==> config.mk <==
export PLATFORM = sky130hd
export DESIGN_NAME = spmv_iter_sequencer
export DESIGN_NICKNAME = d
export VERILOG_FILES = /design/src/rtl/spmv_iter_sequencer.sv
export SDC_FILE = /design/constraint.sdc
export NUM_CORES = 1
export LEC_CHECK = 0
export CAP_MARGIN = 20
export CORE_MARGIN = 1
export CORE_UTILIZATION = 40
export CTS_CLUSTER_SIZE = 28
export DETAILED_ROUTE_END_ITERATION = 16
export RECOVER_POWER = 25
export SYNTH_ARGS = -nofsm -noshare
export SYNTH_HDL_FRONTEND = slang
export SYNTH_SLANG_ARGS = --single-unit
==> constraint.sdc <==
create_clock -name clk -period 3.31 [get_ports clk]
set_clock_uncertainty 0.2 [all_clocks]
set_input_delay 0.331 -clock clk [delete_from_list [all_inputs] [get_ports clk]]
set_output_delay 0.331 -clock clk [all_outputs]
set_load 0.01 [all_outputs]
==> src/rtl/spmv_iter_sequencer.sv <==
// Multi-iteration launch/wait/swap/rewind sequencer for a bank of lock-step SpMV kernels.
// Optional per-iteration watchdog is built only when SPMV_ITER_TIMEOUT_EN is defined.
module spmv_iter_sequencer #(
  parameter int unsigned NUM_KERNELS    = 4,
  parameter int unsigned ITER_W         = 16,
  parameter logic        PING_INIT      = 1'b0,
  parameter int unsigned SETTLE_CYCLES  = 2,
  parameter int unsigned TIMEOUT_CYCLES = 65536
) (
  input  logic                   clk,
  input  logic                   rst_n,
  input  logic                   start,
  input  logic [ITER_W-1:0]      num_iters,
  input  logic                   abort,
  input  logic                   cfg_en,
  output logic                   busy,
  output logic                   done,
  output logic [ITER_W-1:0]      iter_cnt,
  output logic                   ping,
  output logic                   rewind,
  output logic [NUM_KERNELS-1:0] k_en,
  input  logic [NUM_KERNELS-1:0] k_done,
  output logic                   timeout
);

  typedef enum logic [2:0] {IDLE, LAUNCH, RUN, SETTLE, FINISH} state_t;

  localparam int SW = $clog2(SETTLE_CYCLES + 1);
  localparam logic [SW-1:0] SETTLE_LAST = SW'(SETTLE_CYCLES - 1);

  if (NUM_KERNELS == 0 || SETTLE_CYCLES == 0 || TIMEOUT_CYCLES == 0) begin : g_bad_params
    $error("spmv_iter_sequencer: NUM_KERNELS, SETTLE_CYCLES and TIMEOUT_CYCLES must be >= 1");
  end

  state_t                 state_q, state_d;
  logic [ITER_W-1:0]      n_q, n_d;
  logic [ITER_W-1:0]      iter_cnt_q, iter_cnt_d;
  logic [ITER_W-1:0]      iter_inc;
  logic                   ping_q, ping_d;
  logic                   busy_q, busy_d;
  logic                   done_q, done_d;
  logic                   rewind_q, rewind_d;
  logic                   timeout_q, timeout_d;
  logic [NUM_KERNELS-1:0] k_en_q, k_en_d;
  logic [NUM_KERNELS-1:0] done_seen_q, done_seen_d;
  logic [NUM_KERNELS-1:0] lane_done;
  logic [SW-1:0]          settle_q, settle_d;

`ifdef SPMV_ITER_TIMEOUT_EN
  localparam int WD_W = (TIMEOUT_CYCLES > 1) ? $clog2(TIMEOUT_CYCLES) : 1;
  localparam logic [WD_W-1:0] WD_LAST = WD_W'(TIMEOUT_CYCLES - 1);
  logic [WD_W-1:0] wd_q, wd_d;
`endif

  // A lane counts as finished if it was seen earlier this iteration or reports now.
  for (genvar gi = 0; gi < NUM_KERNELS; gi++) begin : g_lane
    assign lane_done[gi] = done_seen_q[gi] | k_done[gi];
  end

  assign iter_inc = iter_cnt_q + ITER_W'(1);

  always_comb begin
    state_d     = state_q;
    n_d         = n_q;
    iter_cnt_d  = iter_cnt_q;
    ping_d      = ping_q;
    busy_d      = busy_q;
    done_d      = 1'b0;
    rewind_d    = 1'b0;
    timeout_d   = timeout_q;
    k_en_d      = k_en_q;
    done_seen_d = done_seen_q;
    settle_d    = settle_q;
`ifdef SPMV_ITER_TIMEOUT_EN
    wd_d        = wd_q;
`endif
    unique case (state_q)
      IDLE: begin
        if (start && !cfg_en) begin
          iter_cnt_d = '0;
          timeout_d  = 1'b0;
          if (num_iters == '0) begin
            done_d = 1'b1;
          end else begin
            n_d         = num_iters;
            ping_d      = PING_INIT;
            busy_d      = 1'b1;
            rewind_d    = 1'b1;
            k_en_d      = '1;
            done_seen_d = '0;
            state_d     = LAUNCH;
          end
        end
      end
      LAUNCH: begin
        state_d = RUN;
`ifdef SPMV_ITER_TIMEOUT_EN
        wd_d    = '0;
`endif
      end
      RUN: begin
        done_seen_d = lane_done;
        k_en_d      = k_en_q & ~k_done;
`ifdef SPMV_ITER_TIMEOUT_EN
        wd_d        = wd_q + WD_W'(1);
`endif
        if (&lane_done) begin
          iter_cnt_d = iter_inc;
          ping_d     = ~ping_q;
          k_en_d     = '0;
          settle_d   = '0;
          state_d    = (iter_inc == n_q) ? FINISH : SETTLE;
        end
`ifdef SPMV_ITER_TIMEOUT_EN
        else if (wd_q == WD_LAST) begin
          timeout_d = 1'b1;
          k_en_d    = '0;
          busy_d    = 1'b0;
          state_d   = IDLE;
        end
`endif
      end
      SETTLE: begin
        if (settle_q == SETTLE_LAST) begin
          rewind_d    = 1'b1;
          k_en_d      = '1;
          done_seen_d = '0;
          state_d     = LAUNCH;
        end else begin
          settle_d = settle_q + SW'(1);
        end
      end
      FINISH: begin
        done_d  = 1'b1;
        busy_d  = 1'b0;
        state_d = IDLE;
      end
      default: state_d = IDLE;
    endcase
    // Abort wins over anything the active state decided this cycle.
    if (abort && state_q != IDLE) begin
      state_d    = IDLE;
      busy_d     = 1'b0;
      done_d     = 1'b0;
      rewind_d   = 1'b0;
      k_en_d     = '0;
      iter_cnt_d = iter_cnt_q;
      ping_d     = ping_q;
      timeout_d  = timeout_q;
    end
  end

  always_ff @(posedge clk) begin
    if (!rst_n) begin
      state_q     <= IDLE;
      n_q         <= '0;
      iter_cnt_q  <= '0;
      ping_q      <= PING_INIT;
      busy_q      <= 1'b0;
      done_q      <= 1'b0;
      rewind_q    <= 1'b0;
      timeout_q   <= 1'b0;
      k_en_q      <= '0;
      done_seen_q <= '0;
      settle_q    <= '0;
`ifdef SPMV_ITER_TIMEOUT_EN
      wd_q        <= '0;
`endif
    end else begin
      state_q     <= state_d;
      n_q         <= n_d;
      iter_cnt_q  <= iter_cnt_d;
      ping_q      <= ping_d;
      busy_q      <= busy_d;
      done_q      <= done_d;
      rewind_q    <= rewind_d;
      timeout_q   <= timeout_d;
      k_en_q      <= k_en_d;
      done_seen_q <= done_seen_d;
      settle_q    <= settle_d;
`ifdef SPMV_ITER_TIMEOUT_EN
      wd_q        <= wd_d;
`endif
    end
  end

  assign busy     = busy_q;
  assign done     = done_q;
  assign iter_cnt = iter_cnt_q;
  assign ping     = ping_q;
  assign rewind   = rewind_q;
  assign k_en     = k_en_q;
  assign timeout  = timeout_q;

endmodule

==> run_1/pins.png <==
Pins as bars across the die edge, other pins in grey.
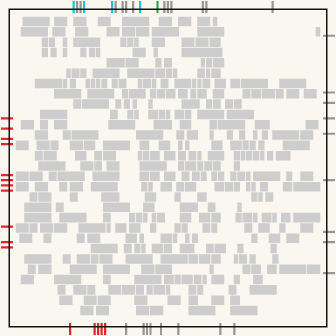
Key: k_en = cyan [pins 4, direction output, edge north]; num_iters = red [pins 16, direction input, edge 11 west, 5 south]; abort = green [pins 1, direction input, edge north]

==> run_1/met3.png <==
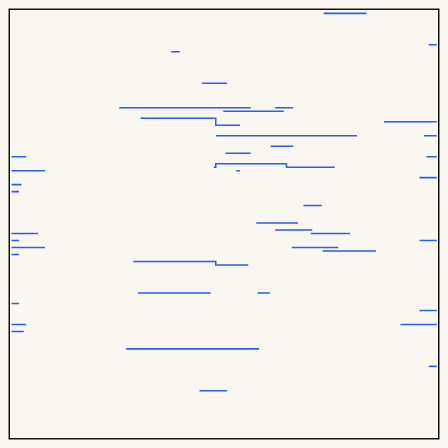
The layer carries 311 um of wire. The longest straight run is 27.1 um. The layer holds 4.7% of the routed length.
Global Route met3 Usage: 0.0378
total via count after detailed routing: 2419

==> run_1/metal_stack.png <==
Two of the layers only.
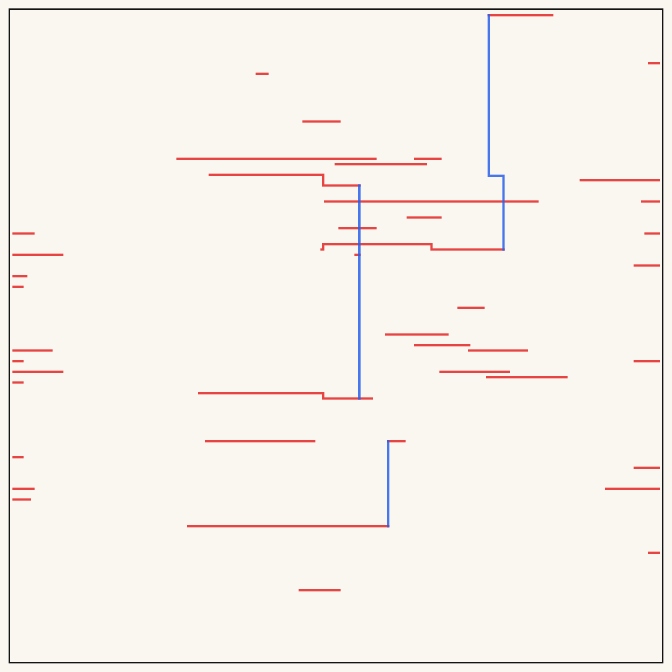
Key: met3 = red [wire length 311 um]; met4 = blue [wire length 69.8 um]
wire length reported by the detailed router: 6690 um
gr usage total: 0.197
Wirelength per Cell: 15.2 um

==> run_1/registers.png <==
Other sequential cells in the stronger grey, the rest of the logic in the fainter grey.
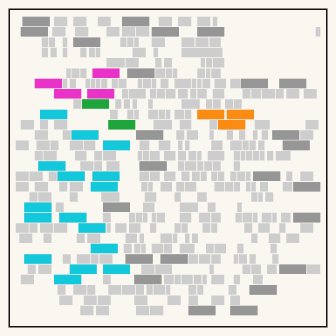
Key: n_q = cyan [placed flops 16]; settle_q = green [placed flops 2]; done_seen_q = magenta [placed flops 4, where north-west]; state_q = orange [placed flops 3]
Finished Core Util: 0.519
power consumed by sequential cells: 630 uW

==> results.json, run 1 <==
{
  "run_status": "finished, final reports clean",
  "synthesis.nets": 347,
  "final.fill_count": 621,
  "global_route.overflow_total": 0,
  "timing.final.ws_setup_ns": 0.547,
  "setup_violations": 0,
  "layout_worst_path_cycle_share": 0.835,
  "grt_first_pass_wirelength_um": 11000,
  "path_max_fanout": 7,
  "root_driver": "sky130_fd_sc_hd__clkbuf_8",
  "floorplan.core_area_sq_um": 6350,
  "clock_tree_from_tritoncts": "built",
  "grt-busiest-layer": "met1",
  "final_hold_viol_count": 0,
  "timing.setup.tns_ns": 0,
  "crit_path_frequent_cell": "sky130_fd_sc_hd__or4_1",
  "worstPathArrival_ns": 2.82,
  "synth_flops": 49,
  "rows": 29,
  "detail_route.vias_per_cell": 5.49,
  "enable_flop_cells": 0,
  "synthDominantCellAreaShare": 0.371,
  "die_width_um": 83.3,
  "number_of_placed_instances_with_taps_included": 433,
  "synth-main-ff-cell": "sky130_fd_sc_hd__dfxtp_1",
  "htreeDepth": 2,
  "n_antenna_cell": 0,
  "cts-buffers-inserted": 5,
  "syn_inst": 320,
  "ctsResizeCount": 0,
  "final_antenna_net_count": 0,
  "layout_top_cells_excl_fill_tap": "sky130_fd_sc_hd__dfxtp_1 (49), sky130_fd_sc_hd__clkdlybuf4s50_1 (31), sky130_fd_sc_hd__o21ai_0 (30)",
  "critical_path.slowest_cell": "sky130_fd_sc_hd__or4_1",
  "fin_nets": 390,
  "netlist_top_cells_count": "sky130_fd_sc_hd__dfxtp_1 (49), sky130_fd_sc_hd__o21ai_0 (30), sky130_fd_sc_hd__nor2_1 (25)",
  "area_growth_pct": 24.8,
  "setup_cp_type": "reg -> reg",
  "peakVddDrop_uv": 198,
  "post-route-drc-count": 0,
  "warning_count": 26,
  "drt_pre_antenna_iters": 4,
  "ctsHoldBuffers": 0,
  "path_clk_slew_ns": 0.09,
  "ctsLongestPathBuffers": 2,
  "classification_of_the_worst_slack_hold_path": "reg -> reg",
  "io_pins": 50,
  "gr_util_met2": 0.287,
  "initial_util": 0.416,
  "area_leaders": "sky130_fd_sc_hd__dfxtp_1 (37%), sky130_fd_sc_hd__mux2i_1 (6.4%), sky130_fd_sc_hd__o21ai_0 (5.7%)",
  "dp_slack_ns": 0.586,
  "fmaxAchievable_ghz": 0.362,
  "startpoint_type_of_the_worst_setup_path": "flop",
  "grt_pass1_vias": 2111,
  "latency_at_later_pin_ns": 0.31,
  "dp_hpwl_um": 4880,
  "placement.io_buffers": 48,
  "die_height_um": 83.3,
  "synth_area_per_cell_sq_um": 8.26,
  "ys_area_sq_um": 2640,
  "most_common_logic_cell_in_the_routed_design": "sky130_fd_sc_hd__dfxtp_1",
  "yosysWarnings": 0,
  "maximum_number_of_pins_on_one_net_before_global_route_repair": 37,
  "share_of_the_yosys_chip_area_belonging_to_registers": 0.371,
  "total_cells_reported_by_yosys_after_synthesis": 320,
  "post_cts_setup_buffers": 0,
  "ff_latch_area_sq_um": 981,
  "maxCapViolations": 0,
  "max_slew_margin": 0.600,
  "finalNonFillerCells": 441,
  "critPathMaxStageDelay_ns": 0.56,
  "fin_hold_ws_ns": 0.270,
  "synthDominantAreaCellType": "sky130_fd_sc_hd__dfxtp_1",
  "worst_pin_slew_ns": 0.595,
  "global_route_met1_utilization": 0.296,
  "synth_area_sq_um": 2640,
  "drv_slew": 0,
  "post-route-cell-area_sq_um": 3300,
  "gp_routability_congestion": 0.810,
  "design.die.area_sq_um": 6940,
  "cts_num_sinks": 49,
  "crit_chain": "ha_1 > and3_2 > a31oi_1 > or4_1 > or4_1 > a211oi_2 > and4_1",
  "postSynth.asyncResetShare": 0,
  "cellPowerDensity_nw_per_um2": 377,
  "detail_route.iter0.violations": 215,
  "multi_input_comb_area_sq_um": 1540,
  "grt_setup_unrepaired": "no",
  "post-synth-top-count-cell": "sky130_fd_sc_hd__dfxtp_1",
  "total_power_uw": 1240,
  "antenna_found_initial": 0,
  "detailed_place.area_sq_um": 3190,
  "fin_crit_ns": 2.76,
  "critical_path.endpoint_type": "flop",
  "static_leakage_uw": 0.00128,
  "ys_types": 45,
  "worst-endpoint-required_ns": 3.36,
  "drive_above_1_share": 0.0604
}
run 1: cells by family after synthesis:
group / synth area share
simple gates: 0.264
xor+xnor: 0.0729
other cells: 0.00142
compound gates: 0.171
buf+inv: 0.0450
flops: 0.371
fa+ha+maj: 0.00947
mux: 0.0644
run 1: report_power, final:
| part | leakage, uW | switching, uW | internal (uW) |
|---|---|---|---|
| registers | 0.000398 | 18.3 | 611 |
| clock network | 0.0000554 | 214 | 227 |
| logic | 0.000824 | 85.5 | 85.6 |
| total | 0.00128 | 318 | 924 |
run 1: critical path, delay by kind of cell, from the launching register on:
kind / cells / cell delay, ns
and+or+nand+nor: 4 / 1.48
DFF: 1 / 0.42
AOI/OAI and AO/OA: 2 / 0.33
adders and majority gates: 1 / 0.28
run 1: final cells by class:
type | count | share of cell area
well taps | 77 | 0.0292
clock buffers | 6 | 0.0220
inverters | 5 | 0.00569
multi-input cells | 245 | 0.468
repair buffers | 57 | 0.166
flip-flops and latches | 49 | 0.297
clock inverters | 2 | 0.0118
run 1: registers in the layout, indices dropped and copies added (netlist names):
register and count:
settle_q 2, ping 1, rewind 1, iter_cnt 16, state_q 3, n_q 16
done 1, busy 1, k_en 4, done_seen_q 4
run 1: final timing paths:
path / cells past startpoint / start / slack (ns) / endpoint
max: 7 / iter_cnt[1] / 0.55 / state_q[2]
max reg2reg: 7 / iter_cnt[1] / 0.55 / state_q[2]
min: 2 / busy / 0.27 / busy
min reg2reg: 2 / busy / 0.27 / busy
run 1: routing by layer:
| metal | part of all wire | vias up | wire, um |
|---|---|---|---|
| li1 | - | 1238 | - |
| met1 | 0.51 | 1113 | 3380 |
| met2 | 0.44 | 61 | 2920 |
| met3 | 0.047 | 7 | 311 |
| met4 | 0.010 | 0 | 69 |
| met5 | 0 | - | 0 |
==> run_1/final_congestion.png <==
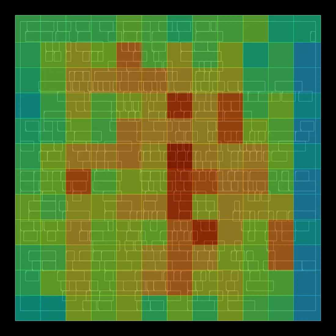

--- run 2 (diff from run 1) ---
--- a/config.mk
+++ b/config.mk
@@ -10,6 +10,7 @@
 export CORE_UTILIZATION = 40
 export CTS_CLUSTER_SIZE = 28
 export DETAILED_ROUTE_END_ITERATION = 16
+export PLACE_DENSITY = 0.66
 export RECOVER_POWER = 25
 export SYNTH_ARGS = -nofsm -noshare
 export SYNTH_HDL_FRONTEND = slang
==> constraint.sdc (replaced) <==
create_clock -name clk -period 2.2 [get_ports clk]
set_clock_uncertainty 0.2 [all_clocks]
set_input_delay 0.22 -clock clk [delete_from_list [all_inputs] [get_ports clk]]
set_output_delay 0.22 -clock clk [all_outputs]
set_load 0.01 [all_outputs]
==> run_2/final_congestion.png <==
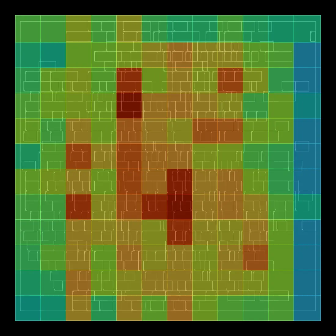
Global Route met3 Usage: 0.0328
GR Util met2: 0.352

==> run 2 against run 1 <==
Against the previous run: the flow now finishes with violations (negative setup slack); non-clock buffer count up 65; global-route usage up 2.1 points; cell area up 18%; maximum frequency up 19%; clock power up 24%; critical path depth down 1; critical endpoint unchanged; largest power group unchanged.
==> results.json, run 2 <==
{
  "share_of_the_yosys_chip_area_belonging_to_registers": 0.371,
  "fin_hold_ws_ns": 0.280,
  "ys_types": 45,
  "total_cells_reported_by_yosys_after_synthesis": 320,
  "worst-endpoint-required_ns": 2.25,
  "startpoint_type_of_the_worst_setup_path": "flop",
  "run_status": "finished, violations left",
  "path_max_fanout": 6,
  "ctsHoldBuffers": 0,
  "layout_top_cells_excl_fill_tap": "sky130_fd_sc_hd__buf_4 (69), sky130_fd_sc_hd__dfxtp_1 (44), sky130_fd_sc_hd__clkdlybuf4s50_1 (32)",
  "detail_route.vias_per_cell": 5.37,
  "fin_crit_ns": 2.33,
  "comb_power_share": 0.185,
  "latency_at_later_pin_ns": 0.30,
  "critPathTopFamily": "simple AND/OR/NAND/NOR gates",
  "crit_chain": "and4_4 > a21oi_1 > or4_1 > or4_4 > a211oi_4 > and4_1",
  "crit_buf_inv": 0,
  "post-synth-top-count-cell": "sky130_fd_sc_hd__dfxtp_1",
  "classification_of_the_worst_slack_hold_path": "reg -> reg",
  "grt_first_pass_wirelength_um": 12100,
  "total_power_uw": 1820,
  "path_clk_slew_ns": 0.09,
  "grt_pass1_vias": 2592,
  "post_cts_setup_buffers": 0,
  "rows": 29,
  "power_switching_uw": 476,
  "static_leakage_uw": 0.00164,
  "fin_nets": 456,
  "critPathMaxStageDelay_ns": 0.51,
  "peakVddDrop_uv": 316,
  "detail_route.iter0.violations": 126,
  "clock_tree_from_tritoncts": "built",
  "fmaxAchievable_ghz": 0.430,
  "critical_path.endpoint_type": "flop",
  "r2r_cells": 6,
  "drv_slew": 0,
  "synth-main-ff-cell": "sky130_fd_sc_hd__dfxtp_1",
  "area_leaders": "sky130_fd_sc_hd__dfxtp_1 (37%), sky130_fd_sc_hd__mux2i_1 (6.4%), sky130_fd_sc_hd__o21ai_0 (5.7%)",
  "critical_path.slowest_cell": "sky130_fd_sc_hd__or4_1",
  "most_common_logic_cell_in_the_routed_design": "sky130_fd_sc_hd__buf_4",
  "htreeDepth": 2,
  "netlist_top_cells_count": "sky130_fd_sc_hd__dfxtp_1 (49), sky130_fd_sc_hd__o21ai_0 (30), sky130_fd_sc_hd__nor2_1 (25)",
  "drive_above_1_share": 0.233,
  "post-route-drc-count": 0,
  "detailed_place.area_sq_um": 3730,
  "cellPowerDensity_nw_per_um2": 468,
  "root_driver": "sky130_fd_sc_hd__clkbuf_8",
  "antenna_found_initial": 0,
  "ctsResizeCount": 5,
  "maximum_number_of_pins_on_one_net_before_global_route_repair": 37,
  "synth_flops": 49,
  "global_route.overflow_total": 0,
  "dp_hpwl_um": 5440,
  "synthesis.nets": 347,
  "worstPathArrival_ns": 2.37,
  "r2r_slack_ns": -0.13,
  "post-route-cell-area_sq_um": 3900,
  "violations": "negative setup slack",
  "globalRouteTotalUtil": 0.218,
  "floorplan.core_area_sq_um": 6350,
  "routedWlPerCell_um": 14.8,
  "synthDominantCellAreaShare": 0.371,
  "warning_count": 29,
  "cellInternalPower_uw": 1350,
  "n_antenna_cell": 0,
  "setup_violations": 3,
  "timing.final.ws_setup_ns": -0.126,
  "worstHoldStart": "busy",
  "postSynth.asyncResetShare": 0,
  "die_width_um": 83.3,
  "final_hold_viol_count": 0,
  "layout_worst_path_cycle_share": 1.06,
  "synth_area_sq_um": 2640,
  "number_of_placed_instances_with_taps_included": 496,
  "gp_routability_congestion": 0.862,
  "dp_slack_ns": -0.148
}
run 2: cell counts after synthesis:
No cell type changed its count.
run 2: metrics by stage:
stage / TNS (ns) / util
after floorplan: -1.12 / -
after global placement: -1.53 / 0.587
after detailed placement: -2.17 / 0.587
after CTS: -0.222 / 0.604
after global routing: -0.516 / 0.614
final: -0.267 / 0.614
run 2: cell families (layout without fill, tap and decap cells):
kind of cell,count (synthesis),in the layout,share of synthesized area
fa+ha+maj,2,2,0.00947
buf+inv,26,134,0.0450
other cells,1,1,0.00142
simple gates,127,127,0.264
flops,49,49,0.371
compound gates,76,77,0.171
mux,17,17,0.0644
xor+xnor,22,22,0.0729
run 2: worst min path at each step:
stage                                end  slack, ns  depth (start not counted)
after floorplan           done_seen_q[0]       0.16                          2
after global placement    done_seen_q[0]       0.25                          2
after detailed placement  done_seen_q[3]       0.26                          2
after CTS                 done_seen_q[3]       0.28                          2
after global routing             k_en[3]       0.30                          2
final                               busy       0.28                          2
run 2: cell type report:
cell class / count / area (sq um)
Clock buffer: 7 / 86.3
Fill cell: 538 / 2450
Inverter: 5 / 18.8
Multi-Input combinational cell: 246 / 1640
Sequential cell: 49 / 995
Tap cell: 77 / 96.3
Timing Repair Buffer: 122 / 1060
run 2: power by group through the flow:
| stage | sequential [uW] | clock, uW | combinational (uW) |
|---|---|---|---|
| after floorplan | 959 | 0 | 160 |
| after global placement | 959 | 0 | 321 |
| after detailed placement | 960 | 0 | 324 |
| after CTS | 938 | 567 | 329 |
| after global routing | 943 | 596 | 367 |
| final | 938 | 549 | 338 |
run 2: per-layer routing:
metal / up-vias / GRT usage / wire length (um)
met2: 81 / 0.352 / 3470
met1: 1273 / 0.300 / 3550
met4: 0 / 0.0658 / 61
met3: 4 / 0.0328 / 400
li1: 1359 / - / -
met5: - / 0 / 0
Power figures rest on the tool's default switching activity, not on a simulated workload.
